==> config.mk <==
export PLATFORM = sky130hd
export DESIGN_NAME = tennis_match_scorer
export DESIGN_NICKNAME = d
export VERILOG_FILES = /design/src/rtl/tennis_match_scorer.sv
export SDC_FILE = /design/constraint.sdc
export NUM_CORES = 1
export LEC_CHECK = 0
export ABC_CLOCK_PERIOD_IN_PS = 6400
export CAP_MARGIN = 20
export CORE_MARGIN = 2
export CORE_UTILIZATION = 49
export DETAILED_ROUTE_END_ITERATION = 16
export GPL_ROUTABILITY_DRIVEN = 0
export PLACE_DENSITY = 0.75
export SYNTH_ARGS = -nofsm -noshare
export SYNTH_HDL_FRONTEND = slang
export SYNTH_SLANG_ARGS = --single-unit
==> constraint.sdc <==
create_clock -name clk -period 6.4 [get_ports clk]
set_input_delay 1.28 -clock clk [delete_from_list [all_inputs] [get_ports clk]]
set_output_delay 1.28 -clock clk [all_outputs]
set_load 0.05 [all_outputs]
==> src/rtl/tennis_match_scorer.sv <==
// Tennis match scorer: points, games, sets and tiebreaks with one-cycle completion pulses.
// Define NO_AD_SCORING_EN for no-advantage scoring (the point after deuce decides the game).
module tennis_match_scorer #(
    parameter  int GAMES_PER_SET = 6,
    parameter  int SETS_TO_WIN   = 2,
    parameter  int TB_POINTS     = 7,
    localparam int TW = $clog2(TB_POINTS + 1),
    localparam int GW = $clog2(GAMES_PER_SET + 2),
    localparam int SW = $clog2(SETS_TO_WIN + 1)
) (
    input  logic          clk,
    input  logic          rst_n,
    input  logic          clr,
    input  logic          p1_point,
    input  logic          p2_point,
    output logic [2:0]    game_state,
    output logic [1:0]    p1_pts,
    output logic [1:0]    p2_pts,
    output logic [TW-1:0] tb_p1,
    output logic [TW-1:0] tb_p2,
    output logic [GW-1:0] p1_games,
    output logic [GW-1:0] p2_games,
    output logic [SW-1:0] p1_sets,
    output logic [SW-1:0] p2_sets,
    output logic          game_win,
    output logic          set_win,
    output logic          match_win,
    output logic          winner
);

    typedef enum logic [2:0] {
        NORMAL     = 3'd0,
        DEUCE      = 3'd1,
        ADV_P1     = 3'd2,
        ADV_P2     = 3'd3,
        TIEBREAK   = 3'd4,
        MATCH_OVER = 3'd5
    } state_t;

    state_t        state, state_nxt;
    logic [1:0]    p1_pts_nxt, p2_pts_nxt;
    logic [TW-1:0] tb_p1_nxt, tb_p2_nxt;
    logic [GW-1:0] p1_games_nxt, p2_games_nxt;
    logic [SW-1:0] p1_sets_nxt, p2_sets_nxt;
    logic          game_win_nxt, set_win_nxt, match_win_nxt, winner_nxt;
    // Set after a tiebreak win: clear games and credit the set on the following edge.
    logic          tb_hold, tb_hold_nxt;

    logic valid, who, do_game, tb_win;
    int   pts_s, pts_o, tb_s, tb_o, g_s, g_o, sets_s;

    assign game_state = state;

    always_ff @(posedge clk) begin
        if (!rst_n || clr) begin
            state     <= NORMAL;
            p1_pts    <= '0;
            p2_pts    <= '0;
            tb_p1     <= '0;
            tb_p2     <= '0;
            p1_games  <= '0;
            p2_games  <= '0;
            p1_sets   <= '0;
            p2_sets   <= '0;
            game_win  <= 1'b0;
            set_win   <= 1'b0;
            match_win <= 1'b0;
            winner    <= 1'b0;
            tb_hold   <= 1'b0;
        end else begin
            state     <= state_nxt;
            p1_pts    <= p1_pts_nxt;
            p2_pts    <= p2_pts_nxt;
            tb_p1     <= tb_p1_nxt;
            tb_p2     <= tb_p2_nxt;
            p1_games  <= p1_games_nxt;
            p2_games  <= p2_games_nxt;
            p1_sets   <= p1_sets_nxt;
            p2_sets   <= p2_sets_nxt;
            game_win  <= game_win_nxt;
            set_win   <= set_win_nxt;
            match_win <= match_win_nxt;
            winner    <= winner_nxt;
            tb_hold   <= tb_hold_nxt;
        end
    end

    always_comb begin
        state_nxt     = state;
        p1_pts_nxt    = p1_pts;
        p2_pts_nxt    = p2_pts;
        tb_p1_nxt     = tb_p1;
        tb_p2_nxt     = tb_p2;
        p1_games_nxt  = p1_games;
        p2_games_nxt  = p2_games;
        p1_sets_nxt   = p1_sets;
        p2_sets_nxt   = p2_sets;
        game_win_nxt  = 1'b0;
        set_win_nxt   = 1'b0;
        match_win_nxt = 1'b0;
        winner_nxt    = winner;
        tb_hold_nxt   = 1'b0;
        do_game       = 1'b0;
        tb_win        = 1'b0;

        valid  = p1_point ^ p2_point;
        who    = p2_point;
        pts_s  = who ? int'(p2_pts) : int'(p1_pts);
        pts_o  = who ? int'(p1_pts) : int'(p2_pts);
        tb_s   = (who ? int'(tb_p2) : int'(tb_p1)) + 1;
        tb_o   = who ? int'(tb_p1) : int'(tb_p2);
        g_s    = (who ? int'(p2_games) : int'(p1_games)) + 1;
        g_o    = who ? int'(p1_games) : int'(p2_games);
        sets_s = (who ? int'(p2_sets) : int'(p1_sets)) + 1;

        if (tb_hold) begin
            p1_games_nxt = '0;
            p2_games_nxt = '0;
            if (winner) p2_sets_nxt = SW'(int'(p2_sets) + 1);
            else        p1_sets_nxt = SW'(int'(p1_sets) + 1);
        end

        case (state)
            NORMAL: if (valid) begin
                if (pts_s == 3 && pts_o != 3) begin
                    do_game = 1'b1;
                end else if (pts_o == 3 && pts_s >= 2) begin
                    state_nxt  = DEUCE;
                    p1_pts_nxt = 2'd3;
                    p2_pts_nxt = 2'd3;
                end else if (who) begin
                    p2_pts_nxt = 2'(pts_s + 1);
                end else begin
                    p1_pts_nxt = 2'(pts_s + 1);
                end
            end
            DEUCE: if (valid) begin
`ifdef NO_AD_SCORING_EN
                do_game = 1'b1;
`else
                state_nxt = who ? ADV_P2 : ADV_P1;
`endif
            end
            ADV_P1: if (valid) begin
                if (!who) do_game = 1'b1;
                else      state_nxt = DEUCE;
            end
            ADV_P2: if (valid) begin
                if (who) do_game = 1'b1;
                else     state_nxt = DEUCE;
            end
            TIEBREAK: if (valid) begin
                if (tb_s >= TB_POINTS && tb_s - tb_o >= 2) begin
                    tb_win = 1'b1;
                end else if (tb_s == tb_o && tb_s >= TB_POINTS - 1) begin
                    // Long tiebreaks fold back so the counters stay within TW bits.
                    tb_p1_nxt = TW'(TB_POINTS - 1);
                    tb_p2_nxt = TW'(TB_POINTS - 1);
                end else if (who) begin
                    tb_p2_nxt = TW'(tb_s);
                end else begin
                    tb_p1_nxt = TW'(tb_s);
                end
            end
            MATCH_OVER: ;
            default: begin
                state_nxt    = NORMAL;
                p1_pts_nxt   = '0;
                p2_pts_nxt   = '0;
                tb_p1_nxt    = '0;
                tb_p2_nxt    = '0;
                p1_games_nxt = '0;
                p2_games_nxt = '0;
                p1_sets_nxt  = '0;
                p2_sets_nxt  = '0;
                winner_nxt   = 1'b0;
            end
        endcase

        if (do_game) begin
            state_nxt    = NORMAL;
            p1_pts_nxt   = '0;
            p2_pts_nxt   = '0;
            game_win_nxt = 1'b1;
            winner_nxt   = who;
            if (g_s >= GAMES_PER_SET && g_s - g_o >= 2) begin
                set_win_nxt  = 1'b1;
                p1_games_nxt = '0;
                p2_games_nxt = '0;
                if (who) p2_sets_nxt = SW'(sets_s);
                else     p1_sets_nxt = SW'(sets_s);
                if (sets_s >= SETS_TO_WIN) begin
                    match_win_nxt = 1'b1;
                    state_nxt     = MATCH_OVER;
                end
            end else begin
                if (who) p2_games_nxt = GW'(g_s);
                else     p1_games_nxt = GW'(g_s);
                if (g_s == GAMES_PER_SET && g_o == GAMES_PER_SET) begin
                    state_nxt = TIEBREAK;
                    tb_p1_nxt = '0;
                    tb_p2_nxt = '0;
                end
            end
        end

        if (tb_win) begin
            state_nxt    = NORMAL;
            game_win_nxt = 1'b1;
            set_win_nxt  = 1'b1;
            winner_nxt   = who;
            tb_p1_nxt    = '0;
            tb_p2_nxt    = '0;
            tb_hold_nxt  = 1'b1;
            if (who) p2_games_nxt = GW'(GAMES_PER_SET + 1);
            else     p1_games_nxt = GW'(GAMES_PER_SET + 1);
            if (sets_s >= SETS_TO_WIN) begin
                match_win_nxt = 1'b1;
                state_nxt     = MATCH_OVER;
            end
        end
    end

endmodule

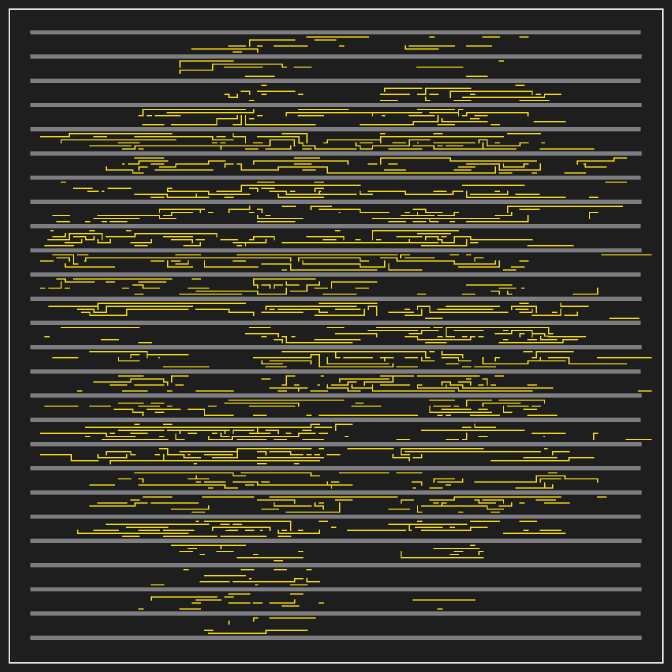
Run 1: M1 wires
Supply wires on this layer in grey.
share of all routed wire: 47%
main direction: horizontal
wire length on this layer: 2490 um
GRT met1 Usage: 0.287
Via Count: 2152
DRT Wirelength: 5290 um

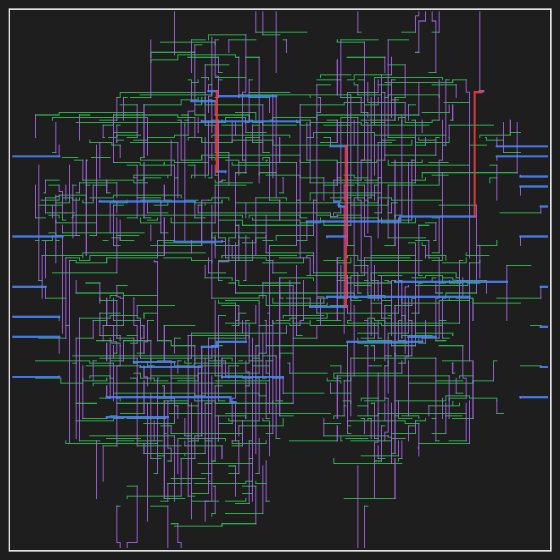
Run 1: signal wires by layer
legend:
  red:
    layer: metal 4
    wire_length: 50.6 um
  purple:
    layer: metal 2
    wire_length: 2490 um
  green:
    layer: metal 1
    wire_length: 2490 um
  blue:
    layer: metal 3
    wire_length: 252 um
gr usage total: 0.208
Routed WL per cell: 14.7 um

==> flow_summary.yaml, run 1 <==
# yosys + openroad results
clocking:
  cts_max_path_buffers: 2
  root_buffer: "clkbuf_8"
  cts.clk_slew.worst_paths_ps: 90
  htree_levels: 1
  cts_resized: 0
  cts_sinks: 28
  post_cts_buffers: 0
power:
  powerComb_w: 0.0000312
  ir_drop_mv: 0.0740
  p_clk_frac: 0.321
  cellLeakagePower_nw: 1.01
  pg_seq_w: 0.000176
  seq_power_share: 0.577
  power_leader: "registers"
  p_int_w: 0.000229
  power_switching_w: 0.0000756
timing:
  clock.fmax_mhz: 221
  min_period_ps: 4520
  slew_headroom: 0.523
  fin_crit_sh: 0.705
  tightest_slew_ps: 713
  hold_viol: 0
  setup_violations: 0
  timing.hold.ws_ps: 527
hold_path:
  min_path_type: "register to register"
layout:
  num-nets-final: 329
  lay_top_cells: "clkdlybuf4s50_1, nand2_1, dfxtp_1"
  comb_area_mm2: 0.00164
  area.sequential_um2: 561
  layout.cells.most_common: "clkdlybuf4s50_1"
  fill_cells: 438
  synthToLayoutAreaGrowth_pct: 14.2
logic_synthesis:
  ys_chip_area_mm2: 0.00235
  edf_count: 0
  syn_inst: 288
  yosys.area_share.adder: 0.0863
  synthSimpleGateAreaFrac: 0.249
  ys_seq_frac: 0.239
  ys_sh_xor: 0.0522
  synth_top_cell_by_area: "dfxtp_1"
  syn-cell-area_mm2: 0.00235
  logic_family: "simple AND/OR/NAND/NOR gates"
  yosysMostFrequentCell: "nand2_1"
  topCellsByArea: "dfxtp_1, ha_1, a21oi_1, mux2i_1, nand2_1"
floorplanning:
  initCoreUtil: 0.504
  chip_area_mm2: 0.00536
  ios: 32
global_route:
  grt_use_met3: 0.0318
  grt_antenna_before_repair: 0
  gr-max-usage-layer: "met2"
detailed_routing:
  vias_per_cell: 5.96
  antenna_left: 0
  drt-initial-drc-count: 149
placed_design:
  portBuffers: 31
  dp_hpwl_um: 3940
worst_setup_path:
  required_ps: 6610
  crit_path_top_delay_cell: "nor3_1"
  worstSetupEndpointType: "register"
  crit_family: "AND-OR/OR-AND gates"
  crit_chain: "buf_2 -> mux2i_1 -> inv_1 -> ha_1 -> xor2_2 -> inv_1 -> ha_1 -> a21oi_1 -> a211oi_1 -> nor4_4 -> nor3_1 -> o21ai_0 -> a21oi_1"
  path_class: "primary input to register"
status:
  status: "finished clean"
run:
  log.warning_count: 30
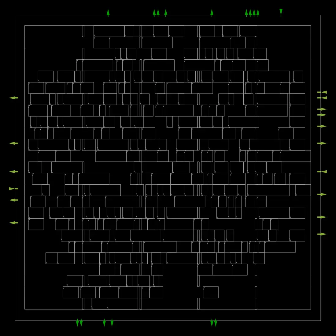
Run 1: placement view
Util after Layout: 0.576
final non-filler cell total: 361
Cell Rows: 25

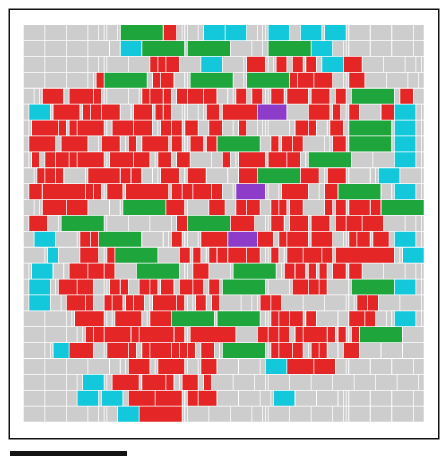
Run 1: cells coloured by class
Bar = 20 um. Fill, decap, tap and diode cells in grey.
legend:
  purple:
    class: clock drivers
    cells: 3
    share_of_their_area: 1.6%
  cyan:
    class: other buffers and delay cells
    cells: 32
    share_of_their_area: 12%
  green:
    class: flops
    cells: 28
    share_of_their_area: 21%
  red:
    class: combinational and other logic
    cells: 244
    share_of_their_area: 65%
Final Instance Area: 0.00268 mm2
Core Region: 0.00466 mm2

run 1: routing by layer:
| layer | vias to the layer above | wire length, um | share of wire |
|---|---|---|---|
| met1 | 1004 | 2490 | 0.47 |
| met4 | 0 | 50 | 0.0095 |
| met5 | - | 0 | 0 |
| li1 | 1083 | - | - |
| met3 | 7 | 251 | 0.047 |
| met2 | 58 | 2490 | 0.47 |
run 1: worst paths after layout:
path / cells after the start / slack (ps) / startpoint / endpoint
hold / removal: 2 / 530 / p2_pts[1] / p2_pts[1]
setup reg to reg: 12 / 2900 / p1_games[0] / p2_sets[1]
hold reg to reg: 2 / 530 / p2_pts[1] / p2_pts[1]
setup / recovery: 13 / 1880 / p2_point / tb_p2[2]
run 1: tightest hold or removal path, cell delays in order, from the launching register on:
cell	delay, ps
dfxtp_1	350
o21ai_0	80
a21oi_1	60
run 1: metrics by stage:
stage / setup WS, ps / std cells
CTS: 1950 / 361
floorplan: 1510 / 288
finish: 1880 / 361
global placement: 1760 / 358
detailed placement: 1650 / 358
global route: 1550 / 361
run 1: cell type report:
| class | count | area share |
|---|---|---|
| Clock buffer | 3 | 0.0154 |
| Inverter | 15 | 0.0210 |
| Multi-Input combinational cell | 229 | 0.613 |
| Sequential cell | 28 | 0.209 |
| Tap cell | 54 | 0.0252 |
| Timing Repair Buffer | 32 | 0.117 |
run 1: flip-flops by register name, summed over array words and instances, names as in the netlist, 2 cells and up:
| signal | count |
|---|---|
| tb_p1 | 3 |
| p1_games | 3 |
| p1_sets | 2 |
| game_state | 3 |
| p2_games | 3 |
| tb_p2 | 3 |
| p2_pts | 2 |
| p2_sets | 2 |
| p1_pts | 2 |
Run 1, routed metal per tile:
The die is cut into 15 by 15 equal tiles; black is low, pale yellow is high, scaled to the fullest tile. Values are wire area over tile area, all layers added.
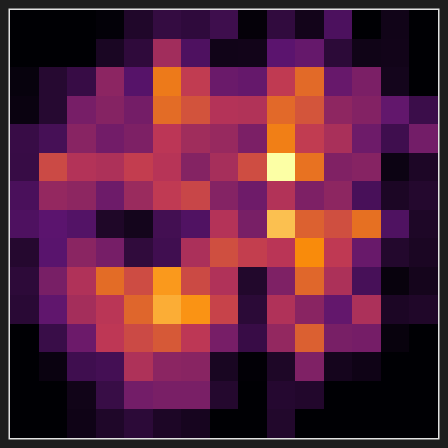

==> run 2, diff against run 1 <==
Settings changed: ABC_CLOCK_PERIOD_IN_PS 6400 to 4400.
Clock period 6.4 ns to 4.4 ns, I/O delays scaled along.
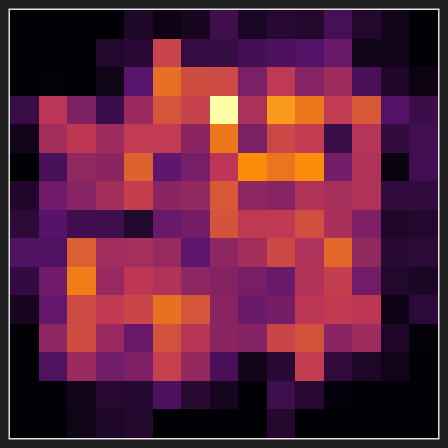
Run 2: routed metal per tile
The die is cut into 15 by 15 equal tiles; black is low, pale yellow is high, scaled to the fullest tile. Values are wire area over tile area, all layers added.
fullest tile: 0.55
nearly empty tiles: 16%
mean over tiles: 0.15
tiles over half the peak: 20%
Routed WL per cell: 14.9 um
DRT Wirelength: 5390 um
gr usage total: 0.209
Via Count: 2146

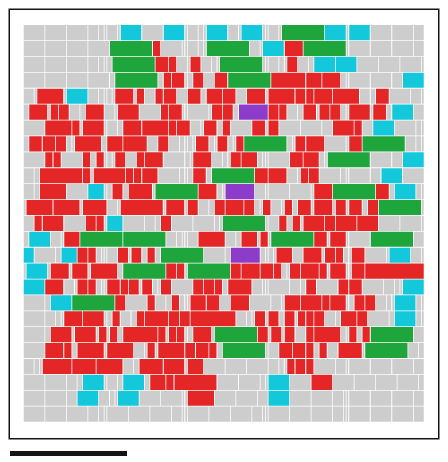
Run 2: cells coloured by class
Bar = 20 um. Fill, decap, tap and diode cells in grey.
Util after Layout: 0.579
Seq/total area: 0.208
Final Instance Area: 0.00270 mm2

==> run 2 against run 1 <==
Final cell count increased by 0.55%; sequential power rose by 45%; final area increased by 0.56%; hold slack better by 9.2 ps; clock skew is essentially flat; largest cell class unchanged.
==> flow_summary.yaml, run 2 <==
# yosys + openroad results
power:
  cellLeakagePower_nw: 1.02
  p_clk_frac: 0.319
  swShare: 0.249
  powerComb_w: 0.0000466
  power_switching_w: 0.000111
  power_leader: "registers"
  pg_seq_w: 0.000255
  combPwrFrac: 0.105
  p_int_w: 0.000333
  ir_drop_mv: 0.125
  seq_power_share: 0.576
worst_setup_path:
  cp-start-kind: "primary input"
  critPathArrivalTime_ps: 3880
  path_class: "primary input to register"
  required_ps: 4540
  worstSetupEndpointType: "register"
run:
  cap_violations: 0
  log.warning_count: 30
layout:
  layout.cells.most_common: "clkdlybuf4s50_1"
  fill_cells: 417
  final_cells: 363
  area.sequential_um2: 561
  antenna_cells: 0
  num-nets-final: 331
  lay_top_cells: "clkdlybuf4s50_1, nand2_1, dfxtp_1"
  layout-drive-gt1-share: 0.0971
  synthToLayoutAreaGrowth_pct: 14.9
  comb_area_mm2: 0.00164
clocking:
  cts_resized: 0
  root_buffer: "clkbuf_8"
  post_cts_buffers: 0
  cts_sinks: 28
  htree_levels: 1
  cts_hold_repair.buffers: 0
  cts_max_path_buffers: 2
  clk_latency_ps: 270
  cts.clk_slew.worst_paths_ps: 100
global_route:
  grt_antenna_before_repair: 0
  grt_pass1_vias: 1974
  use_met1: 0.305
  gr-max-usage-layer: "met2"
  grt_pass1_wl_um: 9040
  grt_use_met2: 0.324
  grt-ovfl-total: 0
  grt_use_met3: 0.0193
detailed_routing:
  top_layer: "met4"
  met2RoutedLength_um: 2470
  drt-met1-wl_um: 2770
  dr_wl_met3_um: 100
  vias_per_cell: 5.91
  drt-initial-drc-count: 121
  antenna_left: 0
logic_synthesis:
  synth_area_per_cell_um2: 8.15
  synth_top_cell_by_area: "dfxtp_1"
  syn_nets: 308
  syn-cell-area_mm2: 0.00235
  yosysMostFrequentCell: "nand2_1"
  edf_count: 0
  topCellsByArea: "dfxtp_1, ha_1, a21oi_1, mux2i_1, nand2_1"
  async_reset_ff_frac: 0
  ys_chip_area_mm2: 0.00235
  syn_inst: 288
  ys_seq_frac: 0.239
  ff_type: "dfxtp_1"
floorplanning:
  initCoreUtil: 0.504
  rows: 25
  coreArea_mm2: 0.00466
  ios: 32
  chip_area_mm2: 0.00536
timing:
  fin_crit_sh: 0.851
  clock.fmax_mhz: 267
  setup_violations: 0
  tightest_slew_ps: 698
  min_period_ps: 3740
  maxSlewViolCount: 0
  slew_headroom: 0.534
  setup_tns_ps: 0
  hold_viol: 0
placed_design:
  dp_hpwl_um: 4040
  dp_cells: 360
  portBuffers: 31
status:
  status: "finished clean"
hold_path:
  min_path_type: "register to register"
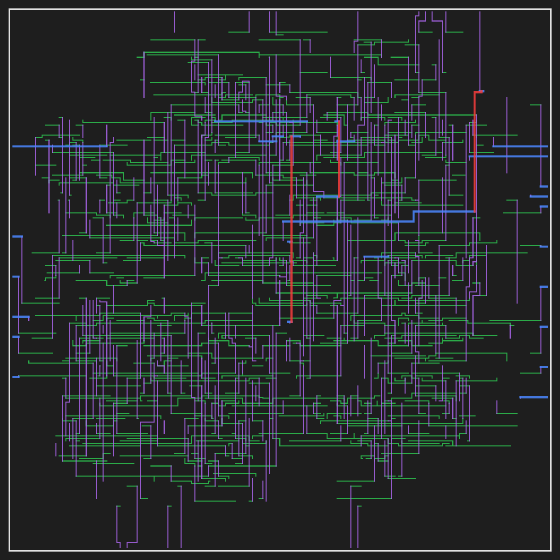
Run 2: signal wires by layer
legend:
  red:
    layer: metal 4
    wire_length: 52.6 um
  blue:
    layer: metal 3
    wire_length: 101 um
  purple:
    layer: metal 2
    wire_length: 2470 um
  green:
    layer: metal 1
    wire_length: 2770 um

run 2: path summary, 6_finish.rpt:
check / from / end / slack (ps) / cells after the start
max reg2reg: p1_games[0] / p2_sets[1] / 990 / 12
min: tb_p1[2] / tb_p1[2] / 540 / 2
min reg2reg: tb_p1[2] / tb_p1[2] / 540 / 2
max: p2_point / p2_sets[1] / 660 / 12
run 2: area by class of cell:
| type | instances | area share |
|---|---|---|
| Timing Repair Buffer | 34 | 0.122 |
| Sequential cell | 28 | 0.208 |
| Inverter | 15 | 0.0209 |
| Tap cell | 54 | 0.0250 |
| Clock buffer | 3 | 0.0153 |
| Multi-Input combinational cell | 229 | 0.609 |
run 2: critical path: stages:
cell and delay (ps):
buf_2 210, buf_4 310, mux2i_1 380, xor2_1 230, inv_1 60, ha_1 340, xnor2_1 340, nor2_1 70
a2111o_2 470, and2_4 220, o311ai_2 250, a21oi_1 100
run 2: logic make-up (layout without fill, tap and decap cells):
| group | after synthesis | after routing | share of synthesized area |
|---|---|---|---|
| xor+xnor | 11 | 11 | 0.0522 |
| buf+inv | 31 | 52 | 0.0613 |
| flops | 28 | 28 | 0.239 |
| fa+ha+maj | 15 | 15 | 0.0863 |
| mux | 17 | 17 | 0.0751 |
| compound gates | 80 | 80 | 0.237 |
| simple gates | 106 | 106 | 0.249 |
run 2: stage by stage:
stage          setup WS (ps)  cell area, um2  hold slack, ps  total power [W]   util
6_report                 657            2700             536         0.000444  0.579
4_1_cts                  658            2700             533         0.000443  0.579
2_1_floorplan           12.0            2350             668         0.000297      -
3_5_place_dp             374            2660             520         0.000307  0.570
5_1_grt                  313            2700             561         0.000457  0.579
3_3_place_gp             450            2660             518         0.000307  0.570
No activity file was given, so power comes from the tool's default toggle rates.
